<file path="src/rtl/corr_pkg.sv">
// rtl/corr_pkg.sv - shared constants and state type for the lag-bank readout
package corr_pkg;
  localparam int ADDR_W  = 7;
  localparam int DATA_W  = 32;
  localparam int LAGS    = 2 ** ADDR_W;
  localparam int GUARD   = LAGS + 3;
  localparam int GUARD_W = $clog2(GUARD + 1);

  typedef enum logic [2:0] {IDLE, CLEAR, CLR_WAIT, INTEG, DRAIN_WAIT, READ} state_t;
endpackage

</file>
<file path="src/rtl/corr_sync_fifo.sv">
// rtl/corr_sync_fifo.sv - small synchronous FIFO with occupancy count
module corr_sync_fifo #(
  parameter int WIDTH = 40,
  parameter int DEPTH = 4
) (
  input  logic                   clk,
  input  logic                   rst_n,
  input  logic                   i_wr_valid,
  input  logic [WIDTH-1:0]       i_wr_data,
  input  logic                   i_rd_ready,
  output logic                   o_rd_valid,
  output logic [WIDTH-1:0]       o_rd_data,
  output logic [$clog2(DEPTH):0] o_count
);
  localparam int PTR_W = $clog2(DEPTH);

  logic [WIDTH-1:0] r_mem [DEPTH];
  logic [PTR_W-1:0] r_wptr;
  logic [PTR_W-1:0] r_rptr;
  logic [PTR_W:0]   r_count;
  logic             w_push;
  logic             w_pop;

  assign w_pop  = i_rd_ready && (r_count != '0);
  assign w_push = i_wr_valid && ((r_count != (PTR_W+1)'(DEPTH)) || w_pop);

  always_ff @(posedge clk) begin
    if (!rst_n) begin
      r_wptr  <= '0;
      r_rptr  <= '0;
      r_count <= '0;
    end else begin
      if (w_push) r_wptr <= r_wptr + PTR_W'(1);
      if (w_pop)  r_rptr <= r_rptr + PTR_W'(1);
      case ({w_push, w_pop})
        2'b10:   r_count <= r_count + (PTR_W+1)'(1);
        2'b01:   r_count <= r_count - (PTR_W+1)'(1);
        default: r_count <= r_count;
      endcase
    end
  end

  always_ff @(posedge clk) begin
    if (w_push) r_mem[r_wptr] <= i_wr_data;
  end

  assign o_rd_valid = (r_count != '0);
  assign o_rd_data  = r_mem[r_rptr];
  assign o_count    = r_count;
endmodule

</file>
<file path="src/rtl/corr_readout.sv">
// rtl/corr_readout.sv - integration control, readout and clear of the lag MAC bank
module corr_readout
  import corr_pkg::*;
#(
  parameter int CNT_W      = 16,
  parameter int FIFO_DEPTH = 4
) (
  input  logic              clk,
  input  logic              rst_n,
  input  logic              run,
  input  logic [CNT_W-1:0]  int_len,
  input  logic              sin_in,
  output logic              sin,
  output logic              clr,
  output logic              read,
  output logic [ADDR_W-1:0] rAddr,
  input  logic [DATA_W-1:0] rData,
  output logic [DATA_W-1:0] out_data,
  output logic [ADDR_W-1:0] out_addr,
  output logic              out_last,
  output logic              out_valid,
  input  logic              out_ready,
  output logic              busy,
  output logic [CNT_W-1:0]  drop_cnt
);
  localparam int FW   = DATA_W + ADDR_W + 1;
  localparam int FC_W = $clog2(FIFO_DEPTH) + 1;

  state_t             r_state;
  logic [GUARD_W-1:0] r_guard;
  logic               r_clr;
  logic               r_read;
  logic               r_lead;
  logic               r_issue_done;
  logic [ADDR_W-1:0]  r_raddr;
  logic               r_v1;
  logic               r_v2;
  logic [ADDR_W-1:0]  r_a1;
  logic [ADDR_W-1:0]  r_a2;
  logic [CNT_W-1:0]   r_len;
  logic [CNT_W-1:0]   r_cnt;
  logic [CNT_W-1:0]   r_drop;

  logic               w_guard_idle;
  logic               w_sin;
  logic               w_issue;
  logic               w_last_push;
  logic               w_head_valid;
  logic [FC_W-1:0]    w_fifo_cnt;
  logic [FC_W:0]      w_used;
  logic [CNT_W-1:0]   w_cnt_nxt;
  logic [FW-1:0]      w_head;

  assign w_guard_idle = (r_guard == '0);
  assign w_sin        = sin_in && (r_state == INTEG) && w_guard_idle;
  assign w_cnt_nxt    = r_cnt + CNT_W'(1);
  assign w_used       = {1'b0, w_fifo_cnt} + {{FC_W{1'b0}}, r_v1} + {{FC_W{1'b0}}, r_v2};
  // Words still in the MAC read pipe count as occupied, so backpressure can never overflow the FIFO
  assign w_issue      = (r_state == READ) && !r_lead && !r_issue_done &&
                        (w_used < (FC_W+1)'(FIFO_DEPTH));
  assign w_last_push  = r_v2 && (r_a2 == ADDR_W'(LAGS - 1));

  always_ff @(posedge clk) begin
    if (!rst_n) begin
      r_guard <= '0;
      r_drop  <= '0;
      r_v1    <= 1'b0;
      r_v2    <= 1'b0;
      r_a1    <= '0;
      r_a2    <= '0;
    end else begin
      if (w_sin || r_clr)      r_guard <= GUARD_W'(GUARD);
      else if (!w_guard_idle)  r_guard <= r_guard - GUARD_W'(1);
      if (sin_in && run && !w_sin && (r_drop != '1)) r_drop <= r_drop + CNT_W'(1);
      r_v1 <= w_issue;
      r_a1 <= r_raddr;
      r_v2 <= r_v1;
      r_a2 <= r_a1;
    end
  end

  always_ff @(posedge clk) begin
    if (!rst_n) begin
      r_state      <= IDLE;
      r_clr        <= 1'b0;
      r_read       <= 1'b0;
      r_lead       <= 1'b0;
      r_issue_done <= 1'b0;
      r_raddr      <= '0;
      r_len        <= '0;
      r_cnt        <= '0;
    end else begin
      case (r_state)
        IDLE: if (run && w_guard_idle) r_state <= CLEAR;
        CLEAR: begin
          // First CLEAR cycle is the read-to-clear turnaround; the second carries the pulse
          if (!r_clr) begin
            r_clr <= 1'b1;
          end else begin
            r_clr   <= 1'b0;
            r_state <= CLR_WAIT;
          end
        end
        CLR_WAIT: if (w_guard_idle) begin
          if (run) begin
            r_len   <= (int_len == '0) ? CNT_W'(1) : int_len;
            r_cnt   <= '0;
            r_state <= INTEG;
          end else begin
            r_state <= IDLE;
          end
        end
        INTEG: if (w_sin) begin
          r_cnt <= w_cnt_nxt;
          if (w_cnt_nxt == r_len) r_state <= DRAIN_WAIT;
        end
        DRAIN_WAIT: if (w_guard_idle) begin
          r_state      <= READ;
          r_read       <= 1'b1;
          r_lead       <= 1'b1;
          r_issue_done <= 1'b0;
          r_raddr      <= '0;
        end
        READ: begin
          r_lead <= 1'b0;
          if (w_issue) begin
            if (r_raddr == ADDR_W'(LAGS - 1)) r_issue_done <= 1'b1;
            else                              r_raddr      <= r_raddr + ADDR_W'(1);
          end
          if (w_last_push) begin
            r_read  <= 1'b0;
            r_state <= CLEAR;
          end
        end
        default: r_state <= IDLE;
      endcase
    end
  end

  corr_sync_fifo #(
    .WIDTH (FW),
    .DEPTH (FIFO_DEPTH)
  ) u_fifo (
    .clk        (clk),
    .rst_n      (rst_n),
    .i_wr_valid (r_v2),
    .i_wr_data  ({rData, r_a2, w_last_push}),
    .i_rd_ready (out_ready),
    .o_rd_valid (w_head_valid),
    .o_rd_data  (w_head),
    .o_count    (w_fifo_cnt)
  );

  assign sin       = w_sin;
  assign clr       = r_clr;
  assign read      = r_read;
  assign rAddr     = r_raddr;
  assign busy      = (r_state != IDLE);
  assign drop_cnt  = r_drop;
  assign out_valid = w_head_valid;
  assign {out_data, out_addr, out_last} = w_head_valid ? w_head : '0;
endmodule
</file>
<file path="config.mk">
export PLATFORM = sky130hd
export DESIGN_NAME = corr_readout
export DESIGN_NICKNAME = d
export VERILOG_FILES = /design/src/rtl/corr_pkg.sv /design/src/rtl/corr_sync_fifo.sv /design/src/rtl/corr_readout.sv
export SDC_FILE = /design/constraint.sdc
export NUM_CORES = 1
export LEC_CHECK = 0
export ABC_AREA = 1
export CAP_MARGIN = 0
export CORE_MARGIN = 2
export CORE_UTILIZATION = 60
export DETAILED_ROUTE_END_ITERATION = 10
export GPL_ROUTABILITY_DRIVEN = 0
export MAX_ROUTING_LAYER = met4
export PLACE_DENSITY = 0.84
export SLEW_MARGIN = 20
export SYNTH_ARGS = -nofsm -noshare
export SYNTH_HDL_FRONTEND = slang
export SYNTH_SLANG_ARGS = --single-unit
</file>
<file path="constraint.sdc">
create_clock -name clk -period 8.95 [get_ports clk]
set_input_delay 1.79 -clock clk [delete_from_list [all_inputs] [get_ports clk]]
set_output_delay 1.79 -clock clk [all_outputs]
set_load 0.05 [all_outputs]
</file>
==> impl.org, run 1 <==
* Implementation run

** Critical path
- The critical path is of the in2out type.
- Data on the critical path arrives at its endpoint at 4.01 ns.
- In this run the worst setup path terminates at sin.
- STA classifies the critical path endpoint as a primary output.
- The critical path endpoint has a required time of 7.16 ns.
- Largest fanout on the critical path :: 19
- R2R Path Start :: r_guard[0]
- Worst Setup Start Kind :: primary input
- Worst-case register-to-register setup slack :: 6.30 ns
- The worst register-to-register path has a depth of 14.
- The capture point of the worst register-to-register path is recorded as drop_cnt[12].
- Startpoint of the worst setup timing path :: sin_in

** Logic synthesis
- Synthesized chip area reported by yosys :: 10900 um2
- In this run, distinct cell masters in the synthesized netlist total 41.
- Looking at the gate-level netlist, the highest instance count belongs to sky130_fd_sc_hd__nor2_1.
- Synth Instances :: 1168
- Synthesized flop and latch total :: 255
- The synthesis log from Yosys contains 0 warnings.
- For reference, the top cells by area after synthesis are sky130_fd_sc_hd__edfxtp_1 44%, sky130_fd_sc_hd__dfxtp_1 17%, sky130_fd_sc_hd__nor2_1 7.9%, sky130_fd_sc_hd__nand2_1 6.7%, sky130_fd_sc_hd__o21ai_0 4.7%.
- Leading area contributor after synthesis :: sky130_fd_sc_hd__edfxtp_1
- Share of the synthesized area in the top cell type :: 44.10%
- Post-synthesis sequential area ratio :: 61.55%
- Post-Syn Area :: 10900 um2
- # Cells Yosys :: 1168
- Yosys reported that registers with async set or reset make up 0%.
- EDFF count, synth :: 160
- After synthesis, the mean cell area works out to 9.328 um2.
- Most used DFF post-synth :: sky130_fd_sc_hd__edfxtp_1
- Post-synthesis net count :: 1233
- Most instantiated cells after synthesis :: 230 x sky130_fd_sc_hd__nor2_1, 195 x sky130_fd_sc_hd__nand2_1, 160 x sky130_fd_sc_hd__edfxtp_1

** Floorplan
- The floorplan step set the die width to 138.8 um.
- The floorplan step defined a die boundary enclosing 19250 um2.
- Height of the chip :: 138.8 um
- According to the floorplan log, the row count is 49.
- Core box area :: 17900 um2
- Top-level port count :: 121
- For this configuration, the core starts out at a cell density of 60.86%.

** Status
- Outcome :: finished clean

** Power
- Power spread over the standard cell area amounts to 200.7 nW/um2.
- Peak supply drop :: 0.1718 mV
- Summed over all nets, the switching power comes to 0.6696 mW.
- LEAKAGE :: 4.724 nW
- Switching share of power :: 25.41%
- Cell-internal power :: 1.965 mW
- The share of total power dissipated in combinational logic is 12.6%.
- Sum of internal, switching and leakage power :: 2.635 mW
- The flow reports that the clock network draws 38.2% of the design power.
- Looking at the power breakdown, sequential logic takes 49.2% of the total.

** Routing
- Per the log, the first TritonRoute iteration ended with a DRC count of 581.
- Number of detailed-routing iterations run before antenna repair :: 5
- Per the detail_route report, vias per standard cell equal 5.484.
- The DRC violation total left in the routed layout is recorded as 0.
- Average wire length per cell after detail routing :: 15.11 um
- Number of routed nets with antenna violations :: 0

** GRT
- The number of antenna violations at the first check in global routing is 0.
- Largest net degree at the start of global routing :: 82
- The first global-routing pass estimated 36710 um of wire.
- Via count of the first global-routing pass :: 7863
- Global routing usage summed across all routing layers :: 23.94%
- Total overflow reported by the global router :: 0

** Flow run
- Per the run summary, max-cap violations total 0.
- In this run the tools logged warnings totalling 30.

** Final timing
- Share of the clock period used by the worst path :: 64.83%
- At the pin with the least slew margin, the transition time is 0.8546 ns.
- The highest clock rate this design can be run at is 0.1723 GHz.
- The last timing report of the flow puts the setup violation total at 0.
- In the final timing run, aggregate negative setup slack is 0 ns.
- After layout, the setup clock skew is reported as 0.01975 ns.
- Final Max-Slew Violation Tally :: 0
- Subtracting the final worst setup slack from the clock period gives 5.802 ns.
- For reference, the final report shows the hold violation count at 0.
- Setup repair after global routing left no endpoint under its margin.
- Worst max-slew margin expressed relative to the limit :: 43.02%

** Finish
- The final antenna diode tally reported by the flow is 0.
- Number of standard cells in the layout, taps in and fillers out :: 1530
- Nets :: 1347
- Fraction of layout instances using a drive strength above 1 :: 6.995%
- From synthesis to final layout, the design area changed by 20.48%.
- Final instance area :: 13130 um2

** Clock tree
- Worst-Skew Late Latency :: 0.52 ns
- Per the repair_timing log after CTS, setup buffers inserted total 0.
- Cts repair resizes :: 0
- Clock tree from TritonCTS :: yes
- Counting every sink on the clock net gives 255.
- Post-cts hold buffer count :: 0
- Clock transition at the registers of the reported paths :: 0.06 ns
- The tree is rooted in a sky130_fd_sc_hd__clkbuf_16.
- Count of H-tree levels built during CTS :: 1
- Counting along the longest clock path gives a buffer depth of 3.
- Clock buffer count from CTS :: 25

** Placement
- HPWL after DPL :: 13720 um
- Total of buffers placed on input and output ports :: 120
- Number of cells in the design after placement :: 1484
- Summing all placed instances gives a cell area of 12320 um2.

** Worst hold path
- Classification of the worst-slack hold path :: reg2reg
[run 1: worst max-delay path: stages]
cell and delay [ns]:
sky130_fd_sc_hd__clkdlybuf4s50_1 0.51, sky130_fd_sc_hd__inv_1 0.08, sky130_fd_sc_hd__nor3_4 0.68, sky130_fd_sc_hd__clkdlybuf4s50_1 0.94
[run 1: metal layers]
| layer | up-vias | routed length, um | track usage (%) |
|---|---|---|---|
| met4 | 0 | 457 | 8.347 |
| met2 | 289 | 11520 | 41.14 |
| met3 | 36 | 1355 | 2.555 |
| met1 | 3920 | 9780 | 29.88 |
| met5 | - | 0 | - |
| li1 | 4145 | - | - |
[run 1: worst min-delay path by stage]
stage,start,to,slack [ns],cells past startpoint
floorplan,r_a1[0],r_a2[0],0.39,2
global placement,r_a1[5],r_a2[5],0.40,2
detailed placement,r_a1[6],r_a2[6],0.40,2
CTS,r_a1[6],r_a2[6],0.42,2
global route,r_a1[2],r_a2[2],0.46,2
finish,r_a1[6],r_a2[6],0.43,2
[run 1: per-stage QoR]
step	util (%)	setup WS (ns)	hold WS, ns
floorplan	-	4.627	0.3905
global placement	68.81	3.184	0.4006
finish	73.32	3.148	0.4251
global route	73.32	3.025	0.4588
detailed placement	68.81	3.172	0.4043
CTS	73.29	3.174	0.4191
[run 1: layout make-up]
cell class | count | area, um2
fill | 1243 | 4776
tap | 229 | 286.5
sequential | 255 | 6708
multi-input combinational | 771 | 3679
clock inverter | 19 | 168.9
inverter | 98 | 367.9
clock buffer | 27 | 633.1
timing repair buffer | 131 | 1284
[run 1: sequential cells by signal, indices dropped and copies added, names as in the netlist, 3 cells and up, named ones only]
register	cells
drop_cnt	16
rAddr	7
r_a1	7
r_a2	7
r_cnt	16
r_guard	8
r_len	16
r_state	3
u_fifo.o_count	3
u_fifo.r_mem	160
[run 1: power groups by stage]
stage               combinational, mW  clock [mW]  sequential, mW
floorplan                       0.222           0            1.33
global placement                0.320           0            1.32
detailed placement              0.328           0            1.32
CTS                             0.331        1.03            1.29
global route                    0.367        1.08            1.30
finish                          0.333        1.01            1.30
[run 1: cell usage in the layout (no fill, tap or decap), types with 11 or more instances in the layout]
cell and instances:
sky130_fd_sc_hd__nand3_1 46, sky130_fd_sc_hd__edfxtp_1 160, sky130_fd_sc_hd__a21oi_1 100, sky130_fd_sc_hd__o21ai_0 102, sky130_fd_sc_hd__nand2_1 195, sky130_fd_sc_hd__clkdlybuf4s50_1 120, sky130_fd_sc_hd__nor2_1 226, sky130_fd_sc_hd__inv_1 88
sky130_fd_sc_hd__buf_4 11, sky130_fd_sc_hd__clkbuf_16 25, sky130_fd_sc_hd__ha_1 11, sky130_fd_sc_hd__dfxtp_1 94
[run 1: cells by family (layout without fill, tap and decap cells)]
family / count (synthesis) / after routing / share of synthesized area, %
DFF: 255 / 255 / 61.55
adders and majority gates: 12 / 12 / 1.447
AOI/OAI and AO/OA: 220 / 220 / 10.59
buffers and inverters: 142 / 275 / 5.007
and+or+nand+nor: 529 / 529 / 20.60
xor gates and xnor gates: 10 / 10 / 0.8038
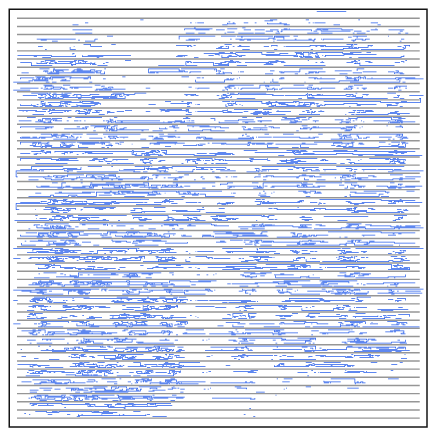
Fig. 1. Met1 routing (run 1).
(3 px per um) Supply wires on this layer in grey.
longest straight run	34.3 um
wire length on this layer	9780 um
met1 usage: 29.88%
routed vias: 8390
Routed WL: 23120 um

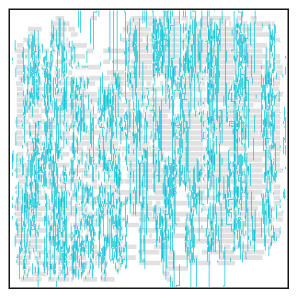
Fig. 2. The metal 2 layer (run 1).
(2 px per um) Cells faint in the background.
main direction	vertical
wire length on this layer	11500 um
longest straight run	46.1 um
share of all routed wire	50%
nets with wire on the layer	1065

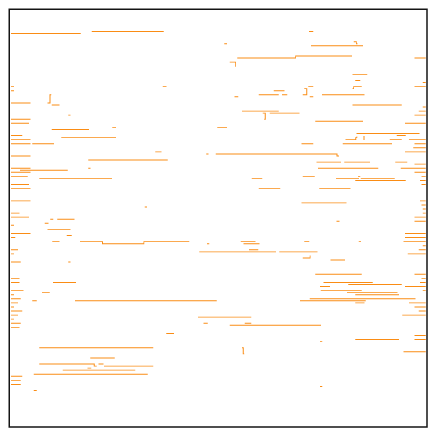
Fig. 3. Met3 routing (run 1).
(3 px per um)
wire length on this layer	1360 um
longest straight run	46.9 um
share of all routed wire	5.9%
met3 track utilization from global routing: 2.555%

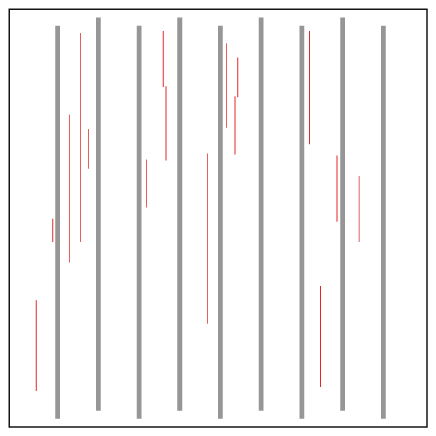
Fig. 4. The metal 4 layer (run 1).
(3 px per um) Supply wires on this layer in grey.
wire length on this layer	458 um
main direction	vertical

Fig. 5: run 1, placement view
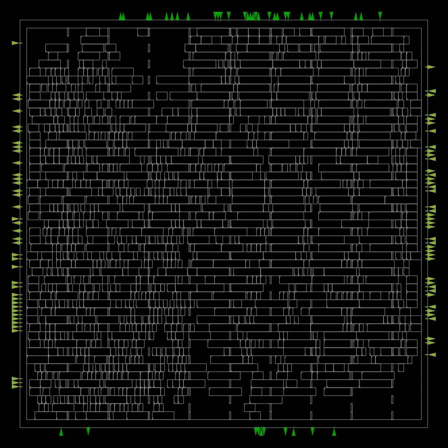

==> run 2, diff against run 1 <==
Settings changed: CORE_UTILIZATION 60 to 56, PLACE_DENSITY 0.84 to 0.79.
Clock period 8.95 ns to 5.45 ns, I/O delays scaled along.
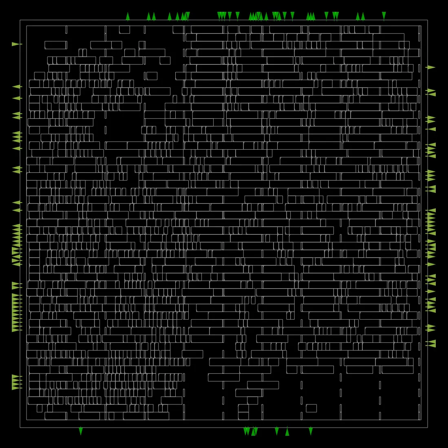
Fig. 6. Placement view (run 2).
register share of the cell area: 51.04%
number of standard cells in the layout, taps in and fillers out: 1568
fill cell instance count of the final layout: 1507
core box area: 19270 um2
row count: 51

==> impl.org, run 2 <==
* Implementation run

** Power
- The power density relative to cell area was 324.5 nW/um2 (+62%).
- The maximum ir drop on the vdd rail came to 0.2942 mV (+71%).
- LEAKAGE :: 4.730 nW (+0.13%)

** Critical path
- The critical path data arrival time came to 3.17 ns (-0.84 ns).
- The critical path in this run is classified as reg2out.
- The maximum net fanout on the critical path came to 60 (+41).
- CP Capture Type :: primary output
- Worst Setup Start Kind :: flip-flop
- Critical path data required time :: 4.36 ns (-2.80 ns)

** Logic synthesis
- The number of unique standard cell types used by synthesis is 41 (unchanged).
- The count of library flops with an enable pin came to 160 (unchanged).
- Per the synth stats, the flop cell with the highest instance count is sky130_fd_sc_hd__edfxtp_1.
- Ranked by instance count, the synthesized netlist is headed by 230 x sky130_fd_sc_hd__nor2_1, 195 x sky130_fd_sc_hd__nand2_1, 160 x sky130_fd_sc_hd__edfxtp_1.
- The yosys stat cell total came to 1168 (unchanged).
- Synthesized chip area reported by yosys :: 10900 um2 (unchanged)
- The synthesized area per cell is 9.328 um2 (unchanged).
- The number of warning messages in the yosys log is 0 (unchanged).
- Synthesized flop and latch total :: 255 (unchanged)
- Fraction of registers with async set/reset :: 0% (unchanged)
- Sorting the synthesis cell report by count puts at the top sky130_fd_sc_hd__nor2_1.
- Sorting the synthesized cells by area gives the leading types as sky130_fd_sc_hd__edfxtp_1 44%, sky130_fd_sc_hd__dfxtp_1 17%, sky130_fd_sc_hd__nor2_1 7.9%, sky130_fd_sc_hd__nand2_1 6.7%, sky130_fd_sc_hd__o21ai_0 4.7%.
- Leading area contributor after synthesis :: sky130_fd_sc_hd__edfxtp_1
- Synth Instances :: 1168 (unchanged)

** Clock tree
- The clock network latency to the later pin of the worst-skew pair is 0.52 ns (about the same).
- Root Buffer Master :: sky130_fd_sc_hd__clkbuf_16
- The number of hold buffers added after cts is 0 (unchanged).
- TritonCTS sink count :: 255 (unchanged)
- The post-CTS setup-driven buffer insertion count came to 0 (unchanged).
- The clock transition at the registers of the reported paths was 0.06 ns (about the same).
- Cts repair resizes :: 0 (unchanged)
- Clock buffer count from CTS :: 25 (unchanged)

** Finish
- Post-Route Utilization :: 68.20% (-5.1 points)
- Nets :: 1349 (+0.15%)
- Area growth from synthesis to final layout :: 20.62%
- In the layout the commonest cells are 226 x sky130_fd_sc_hd__nor2_1, 195 x sky130_fd_sc_hd__nand2_1, 160 x sky130_fd_sc_hd__edfxtp_1.
- Largest Register :: u_fifo.r_mem
- The ratio of cells with drive above 1 in the final layout is 6.830% (-0.16 points).
- Antenna diodes :: 0 (unchanged)

** Floorplan
- The floorplan utilization is 56.54% (-4.3 points).
- The die footprint was 20590 um2 (+6.9%).
- Top-level port count :: 121 (unchanged)
- The floorplan die width was 143.5 um (+3.4%).

** GRT
- The via count of the first global-routing pass was 7743 (-1.5%).
- The number of antenna violations at the first check in global routing was 0 (unchanged).
- The overall overflow remaining after global route is 0 (unchanged).
- Largest net degree at the start of global routing :: 81 (-1.2%)
- The first-pass GRT wire length was 37560 um (+2.3%).

** Worst hold path
- Checking hold timing, the worst path is listed with class reg2reg.

** Final timing
- Slew at the pin with the worst max-slew slack :: 0.8242 ns (-0.03039 ns)
- The total count of hold-check failures in the final report came to 0 (unchanged).
- Final Max-Slew Violation Tally :: 0 (unchanged)
- Maximum clock frequency :: 0.2347 GHz
- The smallest clock period supported by the final layout is computed as 4.261 ns.
- Worst clock skew :: 0.01048 ns (-0.009269 ns)
- Worst max-slew margin expressed relative to the limit :: 44.92% (+1.9 points)
- Worst hold-check slack :: 0.4125 ns (-0.01260 ns)
- Setup TNS Final :: 0 ns (unchanged)
- Setup repair after global routing left no endpoint under its margin.

** Routing
- Met3 WL post-DR :: 1517 um (+12%)
- The detailed router's first-iteration violation count is 438 (-25%).
- The met2 wirelength from detailed routing came to 11380 um (-1.2%).
- Routed WL :: 23440 um (+1.4%)
- The post-detailed-route wirelength per cell came to 14.95 um (-1.0%).
- Number of detailed-routing iterations run before antenna repair :: 6 (+1)

** Placement
- The instance area at placement was 12380 um2 (+0.49%).
- The post-placement cell count came to 1522 (+2.6%).

** Status
- The run finished with clean final reports.

** Flow run
- Count of warning messages emitted by the tools :: 30 (unchanged)
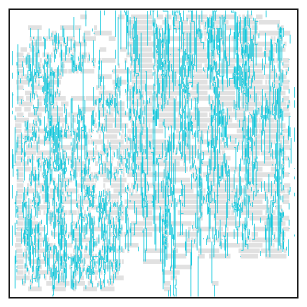
Fig. 7. The metal 2 layer (run 2).
(2 px per um) Cells faint in the background.
longest straight run	76.5 um
share of all routed wire	49%

run 2: cell counts after synthesis:
No cell type changed its count.
run 2: metrics by stage:
step	power, mW	worst slack, ns
floorplan	2.541	1.839
finish	4.265	1.189
detailed placement	2.706	1.405
global route	4.445	1.010
global placement	2.694	1.416
CTS	4.293	1.163
run 2: final timing paths:
check | start | end | slack [ns] | depth (start not counted)
worst max register to register | r_guard[0] | drop_cnt[12] | 2.98 | 15
worst min register to register | r_a1[3] | r_a2[3] | 0.41 | 2
worst max-delay path | flip-flop | out_data[3] | 1.19 | 6
worst min-delay path | r_a1[3] | r_a2[3] | 0.41 | 2
run 2: logic make-up (layout without fill, tap and decap cells):
family	after synthesis	count (layout)	share of synthesized area, %
xor gates and xnor gates	10	10	0.8038
buffers and inverters	142	277	5.007
and+or+nand+nor	529	529	20.60
DFF	255	255	61.55
AOI/OAI and AO/OA	220	220	10.59
adders and majority gates	12	12	1.447
run 2: worst max-delay path, stage by stage, from the launching register on:
cell                              delay, ns
sky130_fd_sc_hd__dfxtp_2               0.59
sky130_fd_sc_hd__buf_4                 0.59
sky130_fd_sc_hd__nor2_1                0.11
sky130_fd_sc_hd__nor2_1                0.14
sky130_fd_sc_hd__o21ai_0               0.12
sky130_fd_sc_hd__a21oi_1               0.20
sky130_fd_sc_hd__clkdlybuf4s50_1       0.85
run 2: metal layers:
layer / vias to the layer above / global-route usage (%)
li1: 4148 / -
met1: 3834 / 29.66
met2: 258 / 39.62
met3: 42 / 3.466
met4: 0 / 5.470
met5: - / -
run 2: final cells by class:
| cell class | instances | area [um2] | area share, % |
|---|---|---|---|
| repair buffers | 133 | 1299 | 9.882 |
| flip-flops and latches | 255 | 6708 | 51.04 |
| clock buffers | 34 | 669.4 | 5.093 |
| inverters | 98 | 367.9 | 2.799 |
| well taps | 265 | 331.6 | 2.523 |
| clock inverters | 12 | 88.84 | 0.6759 |
| multi-input cells | 771 | 3679 | 27.99 |
run 2: where the power goes:
group          internal [mW]  total [mW]  switching, mW  leakage, nW
clock                  0.909        1.59          0.685        0.374
combinational          0.192       0.540          0.348         2.18
sequential              2.09        2.13         0.0388         2.18
total                   3.19        4.27           1.07         4.73
Fig. 8: run 2, met1 routing
(2 px per um) Supply wires on this layer in grey.
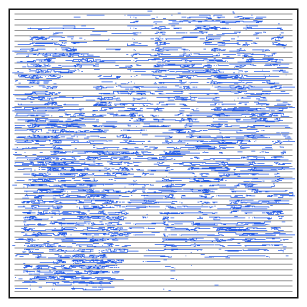

==> run 3, diff against run 2 <==
Settings changed: CORE_UTILIZATION 56 to 51, PLACE_DENSITY 0.79 to 0.76.
Clock period 5.45 ns to 3.9 ns, I/O delays scaled along.
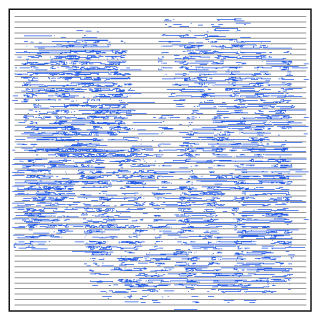
Fig. 9. Met1 routing (run 3).
(2 px per um) Supply wires on this layer in grey.
nets with wire on the layer	1224
share of all routed wire	43%
longest straight run	37.3 um
main direction	horizontal

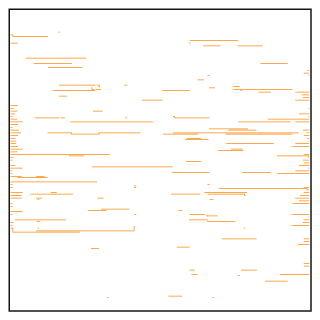
Fig. 10. Met3 routing (run 3).
(2 px per um)
share of all routed wire	6.5%
wire length on this layer	1500 um
routed vias: 8293
Routed WL: 23250 um
met3 track utilization from global routing: 3.182%

==> impl.org, run 3 <==
* Implementation run

** GRT
- GR met2 Demand/Resource :: 36.94% (-2.7 points)
- The pin count of the biggest net entering global routing came to 81 (unchanged).
- The met1 usage was 27.29% (-2.4 points).
- Via count of the first global-routing pass :: 8204 (+6.0%)
- Global-route wire length before repair :: 38370 um (+2.2%)
- For this run, the total global-route usage over all layers was measured as 21.59%.
- Total overflow reported by the global router :: 0 (unchanged)
- The number of antenna violations at the first check in global routing is 0 (unchanged).
- GRT Max-Usage Layer :: met2

** Clock tree
- Counting along the longest clock path gives a buffer depth of 3.
- The count of clock tree sinks is 255 (unchanged).
- Worst-Skew Late Latency :: 0.51 ns (about the same)
- TritonCTS built the clock tree.
- The number of hold buffers added after cts was 0 (unchanged).
- The post-CTS setup-driven buffer insertion count was 0 (unchanged).
- Clock buffer count from CTS :: 25 (unchanged)
- Root Buffer Master :: sky130_fd_sc_hd__clkbuf_16
- Cts repair resizes :: 0 (unchanged)
- Clock transition at the registers of the reported paths :: 0.06 ns (about the same)
- Count of H-tree levels built during CTS :: 1

** Finish
- The net count reported at finish is 1351 (+0.15%).
- The register with the most flip-flops in the layout has 160 of them.
- The most common logic cell in the final layout is sky130_fd_sc_hd__nor2_1.
- The register cell area after layout came to 6708 um2 (unchanged).
- Largest Register :: u_fifo.r_mem
- The antenna diode count is 0 (unchanged).
- The tally of filler cells in the layout came to 1607 (+6.6%).
- The ratio of cells with drive above 1 in the final layout came to 10.11% (+3.3 points).
- In this run the layout overhead on the synthesized area is reported as 25.20%.
- The area used by multi-input combinational logic was 3674 um2 (-0.14%).
- Per the cell usage report, the commonest logic cells after layout are 226 x sky130_fd_sc_hd__nor2_1, 195 x sky130_fd_sc_hd__nand2_1, 160 x sky130_fd_sc_hd__edfxtp_1.

** Placement
- Total of buffers placed on input and output ports :: 120
- The wire-length estimate of the detail-placed layout is 14870 um.

** Final timing
- The actual slew at the worst max-slew pin was 0.8596 ns (+0.03539 ns).
- The final worst hold slack was 0.4111 ns (-0.001402 ns).
- The total count of hold-check failures in the final report came to 0 (unchanged).
- Dividing the final minimum period by the clock period gives 83.44%.
- The final timing report derives a shortest allowable period of 3.254 ns.
- Worst max-slew margin expressed relative to the limit :: 42.69% (-2.2 points)
- The number of pins with negative max-slew slack in the final report came to 0 (unchanged).
- Timing would allow up to 0.3073 GHz.
- Setup repair after global routing left no endpoint under its margin.
- Total of endpoints with negative setup slack in the final report :: 0
- Setup TNS Final :: 0 ns (unchanged)
- The setup clock skew after layout is 0.01512 ns (+0.004639 ns).

** Critical path
- The maximum net fanout on the critical path was 80 (+33%).
- Critical path data required time :: 3.12 ns (-1.24 ns)
- Category of the critical setup timing path :: reg2out
- The critical path data arrival time came to 2.47 ns (-0.70 ns).
- STA classifies the critical path endpoint as a primary output.
- STA classifies the critical path startpoint as a flip-flop.

** Flow run
- Reported max-cap violation count :: 0
- Count of warning messages emitted by the tools :: 30 (unchanged)

** Logic synthesis
- Most instantiated cells after synthesis :: 230 x sky130_fd_sc_hd__nor2_1, 195 x sky130_fd_sc_hd__nand2_1, 160 x sky130_fd_sc_hd__edfxtp_1
- Post-synthesis average cell area :: 9.328 um2 (unchanged)
- The number of unique standard cell types used by synthesis was 41 (unchanged).
- In the post-synthesis netlist, the cell with the most instances is sky130_fd_sc_hd__nor2_1.
- Top area cell types :: sky130_fd_sc_hd__edfxtp_1 44%, sky130_fd_sc_hd__dfxtp_1 17%, sky130_fd_sc_hd__nor2_1 7.9%, sky130_fd_sc_hd__nand2_1 6.7%, sky130_fd_sc_hd__o21ai_0 4.7%
- EDFF count, synth :: 160 (unchanged)
- Summing every instance area after synthesis gives 10900 um2.
- The post-synth area from yosys stat is 10900 um2 (unchanged).
- Synth Warn # :: 0 (unchanged)
- Per the synth stats, the flop cell with the highest instance count is sky130_fd_sc_hd__edfxtp_1.
- The synthesized design devotes to its leading area cell type 44.10% of total area.
- Fraction of registers with async set/reset :: 0% (unchanged)
- # Cells Yosys :: 1168 (unchanged)
- Per the post-synthesis report, the nets total 1233.
- Post-synthesis sequential area ratio :: 61.55%
- Synth Instances :: 1168 (unchanged)
- The register bit count reported by yosys is 255 (unchanged).
- sky130_fd_sc_hd__edfxtp_1 takes more of the synthesized area than any other cell.

** Routing
- DRC :: 0
- Once detail routing completed, the nets flagged for antenna violations numbered 0.
- The number of iterations in the first detailed-routing pass is 5 (-1).
- Detailed-route vias per instance :: 5.249
- The post-detailed-route wirelength per cell is 14.72 um (-1.6%).
- Number of DRC markers after the initial detailed-route iteration :: 531 (+21%)

** Floorplan
- Top-level port count :: 121 (unchanged)
- The site row count came to 53 (+3.9%).
- Core box area :: 21020 um2 (+9.1%)
- The die footprint was 22550 um2 (+9.5%).
- The floorplan die width was 150.2 um (+4.7%).
- Height of the chip :: 150.2 um
- The floorplan utilization came to 51.83% (-4.7 points).

** Power
- The sequential share of power was 48.2% (-1.7 points).
- The maximum ir drop on the vdd rail came to 0.3202 mV (+8.9%).
- Sum of internal, switching and leakage power :: 6.158 mW (+44%)
- Cell-internal power :: 4.645 mW (+45%)
- PwrDens :: 451.5 nW/um2 (+39%)
- The switching component of the power is 1.514 mW (+41%).
- Switching share of power :: 24.58% (-0.56 points)
- The part of the power in combinational logic was 13.1% (+0.4 points).
- The leakage dissipation is 4.956 nW (+4.8%).
- The proportion of power drawn by the clock network was 38.6% (+1.2 points).

** Status
- Outcome :: finished clean

** Worst hold path
- Classification of the worst-slack hold path :: reg2reg
run 3: cell counts after synthesis:
No cell type changed its count.
run 3: critical path, stage by stage, from the launching register on:
cell,delay [ns]
sky130_fd_sc_hd__dfxtp_2,0.33
sky130_fd_sc_hd__buf_4,0.65
sky130_fd_sc_hd__nor2_1,0.14
sky130_fd_sc_hd__nor2_1,0.14
sky130_fd_sc_hd__o21ai_0,0.10
sky130_fd_sc_hd__a21oi_1,0.36
sky130_fd_sc_hd__buf_12,0.19
run 3: power groups by stage:
stage                     sequential (mW)  clock [mW]  combinational [mW]
after global routing                 2.98        2.53               0.896
after global placement               3.03           0               0.793
after detailed placement             3.03           0               0.806
after floorplan                      3.04           0               0.510
after CTS                            2.97        2.42               0.809
final                                2.97        2.38               0.808
run 3: worst paths after layout:
| kind | from | end | slack (ns) | cells past startpoint |
|---|---|---|---|---|
| worst min-delay path | r_a1[1] | r_a2[1] | 0.41 | 2 |
| worst min register to register | r_a1[1] | r_a2[1] | 0.41 | 2 |
| worst max register to register | r_guard[0] | drop_cnt[8] | 1.47 | 12 |
| worst max-delay path | flip-flop | out_data[13] | 0.65 | 6 |
run 3: layout make-up:
class / instances / area share, %
Multi-Input combinational cell: 771 / 26.93
Clock inverter: 14 / 1.110
Inverter: 98 / 2.697
Timing Repair Buffer: 135 / 12.64
Sequential cell: 255 / 49.17
Clock buffer: 32 / 4.926
Tap cell: 275 / 2.522
run 3: through the flow:
stage | setup slack (ns) | cell area [um2] | cells | utilization [%]
floorplan | 0.5985 | 10900 | 1168 | -
global placement | 0.9571 | 12820 | 1534 | 60.97
detailed placement | 0.8905 | 12820 | 1534 | 60.97
CTS | 0.6509 | 13640 | 1580 | 64.89
global route | 0.5220 | 13640 | 1580 | 64.89
finish | 0.6458 | 13640 | 1580 | 64.89
run 3: per-layer routing:
metal,vias up,routed length (um)
met5,-,0
met4,0,378
met3,35,1501
met2,240,11350
met1,3868,10030
li1,4150,-
run 3: kinds of logic (layout without fill, tap and decap cells):
| kind of cell | after synthesis | in the layout | synth area share (%) |
|---|---|---|---|
| simple gates | 529 | 529 | 20.60 |
| flops | 255 | 255 | 61.55 |
| compound gates | 220 | 220 | 10.59 |
| buf+inv | 142 | 279 | 5.007 |
| fa+ha+maj | 12 | 12 | 1.447 |
| xor+xnor | 10 | 10 | 0.8038 |
Power is estimated from default activity; no workload was simulated.
